**src/rtl/bus_arbiter_rr.sv**
```systemverilog
// bus_arbiter_rr: round-robin arbiter for the shared system bus with grant-wait and transfer watchdogs.
// Optional macro ARB_LOCK_EN: a locked owner keeps the bus across back-to-back transactions.
module bus_arbiter_rr #(
  parameter int unsigned NUM_MASTERS       = 4,
  parameter int unsigned TIMEOUT_CYCLES    = 255,
  parameter int unsigned GRANT_WAIT_CYCLES = 15
) (
  input  logic                   clock,
  input  logic                   reset,
  input  logic [NUM_MASTERS-1:0] bus_request,
  output logic [NUM_MASTERS-1:0] bus_grant,
  input  logic                   begin_transaction,
  input  logic                   end_transaction,
  input  logic                   data_valid,
  input  logic                   bus_error,
  input  logic                   lock,
  output logic                   arb_error,
  output logic [2:0]             owner_id,
  output logic                   bus_busy
);

  localparam int unsigned PTR_W = $clog2(NUM_MASTERS);
  localparam int unsigned TO_W  = $clog2(TIMEOUT_CYCLES + 1);
  localparam int unsigned GW_W  = $clog2(GRANT_WAIT_CYCLES + 1);

  typedef enum logic [1:0] {
    S_IDLE,
    S_GRANTED,
    S_TRANSFER
  } state_t;

  state_t                 state_q, state_d;
  logic [PTR_W-1:0]       ptr_q, ptr_d;
  logic [PTR_W-1:0]       owner_q, owner_d;
  logic [PTR_W-1:0]       winner, ptr_after;
  logic [TO_W-1:0]        act_q, act_d;
  logic [GW_W-1:0]        wait_q, wait_d;
  logic [NUM_MASTERS-1:0] grant_d;
  logic                   busy_d, arb_error_d;
  logic                   found, release_bus, abort, owner_req, retain;
  int unsigned            idx;

  assign owner_id  = 3'(owner_q);
  assign owner_req = bus_request[owner_q];
  assign ptr_after = (owner_q == PTR_W'(NUM_MASTERS - 1)) ? '0 : owner_q + PTR_W'(1);

`ifdef ARB_LOCK_EN
  assign retain = end_transaction & ~bus_error & lock & owner_req;
`else
  logic unused_lock;
  assign unused_lock = lock;
  assign retain      = 1'b0;
`endif

  // First requester at or after the round-robin pointer, wrapping.
  always_comb begin
    winner = '0;
    found  = 1'b0;
    idx    = 0;
    for (int unsigned i = 0; i < NUM_MASTERS; i++) begin
      idx = 32'(ptr_q) + i;
      if (idx >= NUM_MASTERS) idx = idx - NUM_MASTERS;
      if (!found && bus_request[PTR_W'(idx)]) begin
        found  = 1'b1;
        winner = PTR_W'(idx);
      end
    end
  end

  always_comb begin
    state_d     = state_q;
    ptr_d       = ptr_q;
    owner_d     = owner_q;
    grant_d     = bus_grant;
    busy_d      = bus_busy;
    wait_d      = wait_q;
    act_d       = act_q;
    release_bus = 1'b0;
    abort       = 1'b0;
    arb_error_d = 1'b0;

    case (state_q)
      S_IDLE: begin
        wait_d = '0;
        act_d  = '0;
        if (found) begin
          state_d         = S_GRANTED;
          grant_d         = '0;
          grant_d[winner] = 1'b1;
          owner_d         = winner;
          busy_d          = 1'b1;
        end
      end
      S_GRANTED: begin
        if (begin_transaction) begin
          state_d = S_TRANSFER;
          act_d   = '0;
        end else if (!owner_req) begin
          release_bus = 1'b1;
        end else if (wait_q == GW_W'(GRANT_WAIT_CYCLES - 1)) begin
          release_bus = 1'b1;
          abort       = 1'b1;
        end else begin
          wait_d = wait_q + GW_W'(1);
        end
      end
      S_TRANSFER: begin
        // Termination outranks both activity and the watchdog on the same edge.
        if (end_transaction || bus_error) begin
          if (retain) begin
            state_d = S_GRANTED;
            wait_d  = '0;
          end else begin
            release_bus = 1'b1;
          end
        end else if (begin_transaction || data_valid) begin
          act_d = '0;
        end else if (act_q == TO_W'(TIMEOUT_CYCLES - 1)) begin
          release_bus = 1'b1;
          abort       = 1'b1;
        end else begin
          act_d = act_q + TO_W'(1);
        end
      end
      default: begin
        state_d = S_IDLE;
        grant_d = '0;
        busy_d  = 1'b0;
      end
    endcase

    // Every release hands priority to the master after the outgoing owner.
    if (release_bus) begin
      state_d = S_IDLE;
      grant_d = '0;
      busy_d  = 1'b0;
      owner_d = '0;
      ptr_d   = ptr_after;
    end
    arb_error_d = abort;
  end

  always_ff @(posedge clock or negedge reset) begin
    if (!reset) begin
      state_q   <= S_IDLE;
      ptr_q     <= '0;
      owner_q   <= '0;
      wait_q    <= '0;
      act_q     <= '0;
      bus_grant <= '0;
      bus_busy  <= 1'b0;
      arb_error <= 1'b0;
    end else begin
      state_q   <= state_d;
      ptr_q     <= ptr_d;
      owner_q   <= owner_d;
      wait_q    <= wait_d;
      act_q     <= act_d;
      bus_grant <= grant_d;
      bus_busy  <= busy_d;
      arb_error <= arb_error_d;
    end
  end

endmodule

```
**config.mk**
```make
export PLATFORM = sky130hd
export DESIGN_NAME = bus_arbiter_rr
export DESIGN_NICKNAME = d
export VERILOG_FILES = /design/src/rtl/bus_arbiter_rr.sv
export SDC_FILE = /design/constraint.sdc
export NUM_CORES = 1
export LEC_CHECK = 0
export ABC_AREA = 1
export CAP_MARGIN = 20
export CELL_PAD_IN_SITES_DETAIL_PLACEMENT = 2
export CELL_PAD_IN_SITES_GLOBAL_PLACEMENT = 2
export CORE_ASPECT_RATIO = 2
export CORE_MARGIN = 1.5
export CORE_UTILIZATION = 29
export CTS_CLUSTER_SIZE = 25
export DETAILED_ROUTE_END_ITERATION = 6
export GPL_ROUTABILITY_DRIVEN = 0
export PLACE_DENSITY_LB_ADDON = 0.1
export SKIP_CTS_REPAIR_TIMING = 1
export SYNTH_ARGS = -nofsm -noshare
export SYNTH_HDL_FRONTEND = slang
export SYNTH_SLANG_ARGS = --single-unit
```
**constraint.sdc**
```tcl
create_clock -name clock -period 1.56 [get_ports clock]
set_input_delay 0.468 -clock clock [delete_from_list [all_inputs] [get_ports clock]]
set_output_delay 0.468 -clock clock [all_outputs]
set_load 0.01 [all_outputs]
```
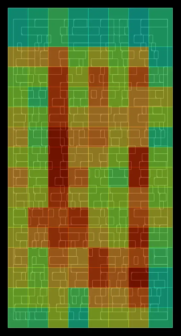
(images/final_congestion.png)
gr busiest metal: met2
M3 GR Usage: 1.53%

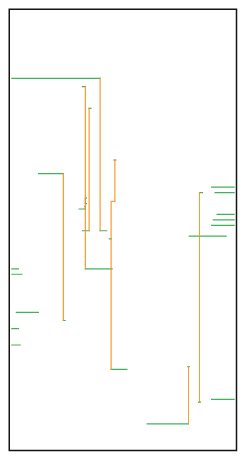
(images/metal_stack.png)
(4 px per µm) Only two layers are drawn.
met4: in orange, wire length 271 µm. met3: in green, wire length 114 µm.
total detailed-routing wirelength: 7510 µm
total via count after detailed routing: 1812

==> flow_summary.yaml <==
# implementation run metrics
cts:
  ctsLongestPathBuffers: 2
  cts_tree: "yes"
  htree_num_levels: 1
  clk_pin_slew_ns: 0.09
  numClockSinks: 24
  cts-buffers-inserted: 3
  clk_latency_ns: 0.28
die:
  core_footprint_mm2: 0.00547
  std_cell_rows: 38
  floorplan.die.width_um: 56.5
  die_y_um: 110
  boundaryPins: 20
  initial_utilization_pct: 30.3
  nWellTaps: 60
routing:
  m1WireLength_um: 2440
  residual_drc_count: 0
  highest-signal-layer: "met4"
  routed-wl-met2_um: 4690
  initialDrtViolationCount: 27
  wl_met3_um: 113
  drt-pass1-iter-count: 4
  via_per_inst: 5.01
  drt-wirelength-per-cell_um: 20.7
  detail-route-antenna-nets: 0
global_route:
  grtUsageMet1_pct: 15.2
  overflow: 0
  grt_start_max_net_pins: 25
  grt_antenna_before_repair: 0
  globalRouteTotalUtil_pct: 19.7
final_timing:
  final_critical_path_setup_slack_ns: -0.251
  period_minus_slack_ns: 1.81
  grt_setup_unrepaired: "true"
  fmax_ghz: 0.552
  setup_viol_count_final: 23
  timing.clock.skew_ns: 0.00529
  timing.final.max_slew_violations: 0
cells_and_area:
  ff_count: 24
  most_area_hungry_cell_class_in_the_final_design: "combinational gates"
  layout_overhead_on_the_synthesized_area_pct: 80.2
  clock_area_share_pct: 1.84
  layout.nets: 323
  sh_seq_area_pct: 20.3
  non_clock_buffer_area_share_pct: 25.3
  antennaDiodeCount: 0
  final_common_cell: "sky130_fd_sc_hd__buf_4"
  combAreaFraction_pct: 45.0
  nonClockBufferCount: 79
  layout-drive-gt1-share_pct: 60.6
  fillcell_total: 564
  clkbuf_count: 4
worst_setup_path:
  cp_slowest_cell: "sky130_fd_sc_hd__dfrtp_2"
  crit_top_cell: "sky130_fd_sc_hd__nand2_2"
  cp_cell_sequence: "buf_12 -> inv_16 -> nand2_4 -> nand3_4 -> nand2_2 -> nor2_4 -> nand4_1 -> nand2_2 -> nand2_2 -> o21ai_1"
  worstPathRequired_ns: 1.77
  startpoint_class_of_the_critical_path: "flop"
  critPathTopFamily: "simple AND/OR/NAND/NOR gates"
job:
  total_number_of_warnings_across_the_stage_logs: 33
  max_cap_violations: 0
yosys:
  area_leaders: "sky130_fd_sc_hd__dfrtp_1 36%, sky130_fd_sc_hd__nand2_1 12%, sky130_fd_sc_hd__ha_1 6.8%"
  nets_in_the_synthesized_netlist: 241
  synth_cell_type_count: 35
  post_syn_area_per_cell_um2: 7.50
  synth_compound_gate_area_share_pct: 12.6
  total_cells_reported_by_yosys_after_synthesis: 221
  ys_dominant_reg_cell: "sky130_fd_sc_hd__dfrtp_1"
  ys_seq_share_pct: 36.2
  synth_dominant_cell_count: "sky130_fd_sc_hd__nand2_1"
  synth_async_sr_flop_share_pct: 100
  postSynthCellCount: 221
  synth_top_area_share_pct: 36.2
  synth.cellmix.adderShare_pct: 6.79
  netlist.top_cell.by_area: "sky130_fd_sc_hd__dfrtp_1"
  postSynthRegisterBits: 24
  synth.cellmix.xorXnorShare_pct: 0
status:
  failed_checks: "setup timing"
  status: "finished with violations"
hold_path:
  hold_class: "flop to flop"
place:
  dp.final_hpwl_um: 4750
  worst_slack_at_placement_ns: -0.691
  dpl.cell_count: 338
power_and_ir_drop:
  vdd_drop_max_uv: 1170
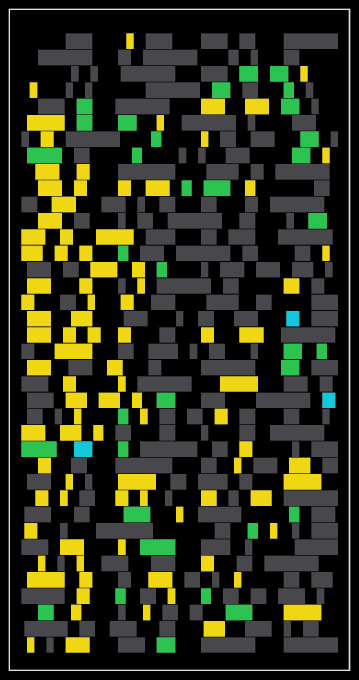
(images/gate_families.png)
(6 px per µm)
AND and OR gates: in cyan, cells 3. NAND gates: in yellow, cells 91, where all over the die. inverting AOI/OAI gates: in green, cells 34, where all over the die.

==> path summary, 6_finish.rpt <==
path / startpoint / cells past startpoint / slack (ns) / to
worst max-delay path: ptr_q[0] / 10 / -0.25 / bus_grant[1]
worst min-delay path: bus_grant[3] / 2 / 0.51 / bus_grant[3]
worst max register to register: ptr_q[0] / 10 / -0.25 / bus_grant[1]
worst min register to register: bus_grant[3] / 2 / 0.51 / bus_grant[3]
max in group asynchronous: reset / 2 / 0.85 / owner_q[0]
min in group asynchronous: reset / 2 / 0.53 / wait_q[0]
==> worst register-to-register path, cell delays in order (launching register included) <==
cell                      delay, ns
sky130_fd_sc_hd__dfrtp_2       0.48
sky130_fd_sc_hd__buf_12        0.17
sky130_fd_sc_hd__inv_16        0.08
sky130_fd_sc_hd__nand2_4       0.07
sky130_fd_sc_hd__nand3_4       0.07
sky130_fd_sc_hd__nand2_2       0.09
sky130_fd_sc_hd__nor2_4        0.18
sky130_fd_sc_hd__nand4_1       0.26
sky130_fd_sc_hd__nand2_2       0.13
sky130_fd_sc_hd__nand2_2       0.08
sky130_fd_sc_hd__o21ai_1       0.14
==> through the flow <==
| stage | TNS, ns | cell area, µm² |
|---|---|---|
| 5_1_grt | -5.79 | 2990 |
| 3_3_place_gp | -12.41 | 2240 |
| 2_1_floorplan | 0 | 1680 |
| 3_5_place_dp | -13.51 | 2240 |
| 6_report | -4.02 | 2990 |
| 4_1_cts | -8.28 | 2300 |
==> state kept, by name (all words and copies together) (netlist names) <==
signal,cells
act_q,8
owner_q,2
bus_grant,4
state_q,2
ptr_q,2
wait_q,4
bus_busy,1
arb_error,1
==> report_power, final <==
group          switching [mW]  internal, mW
clock network           0.235         0.227
logic                    2.60          2.09
registers               0.190         0.778
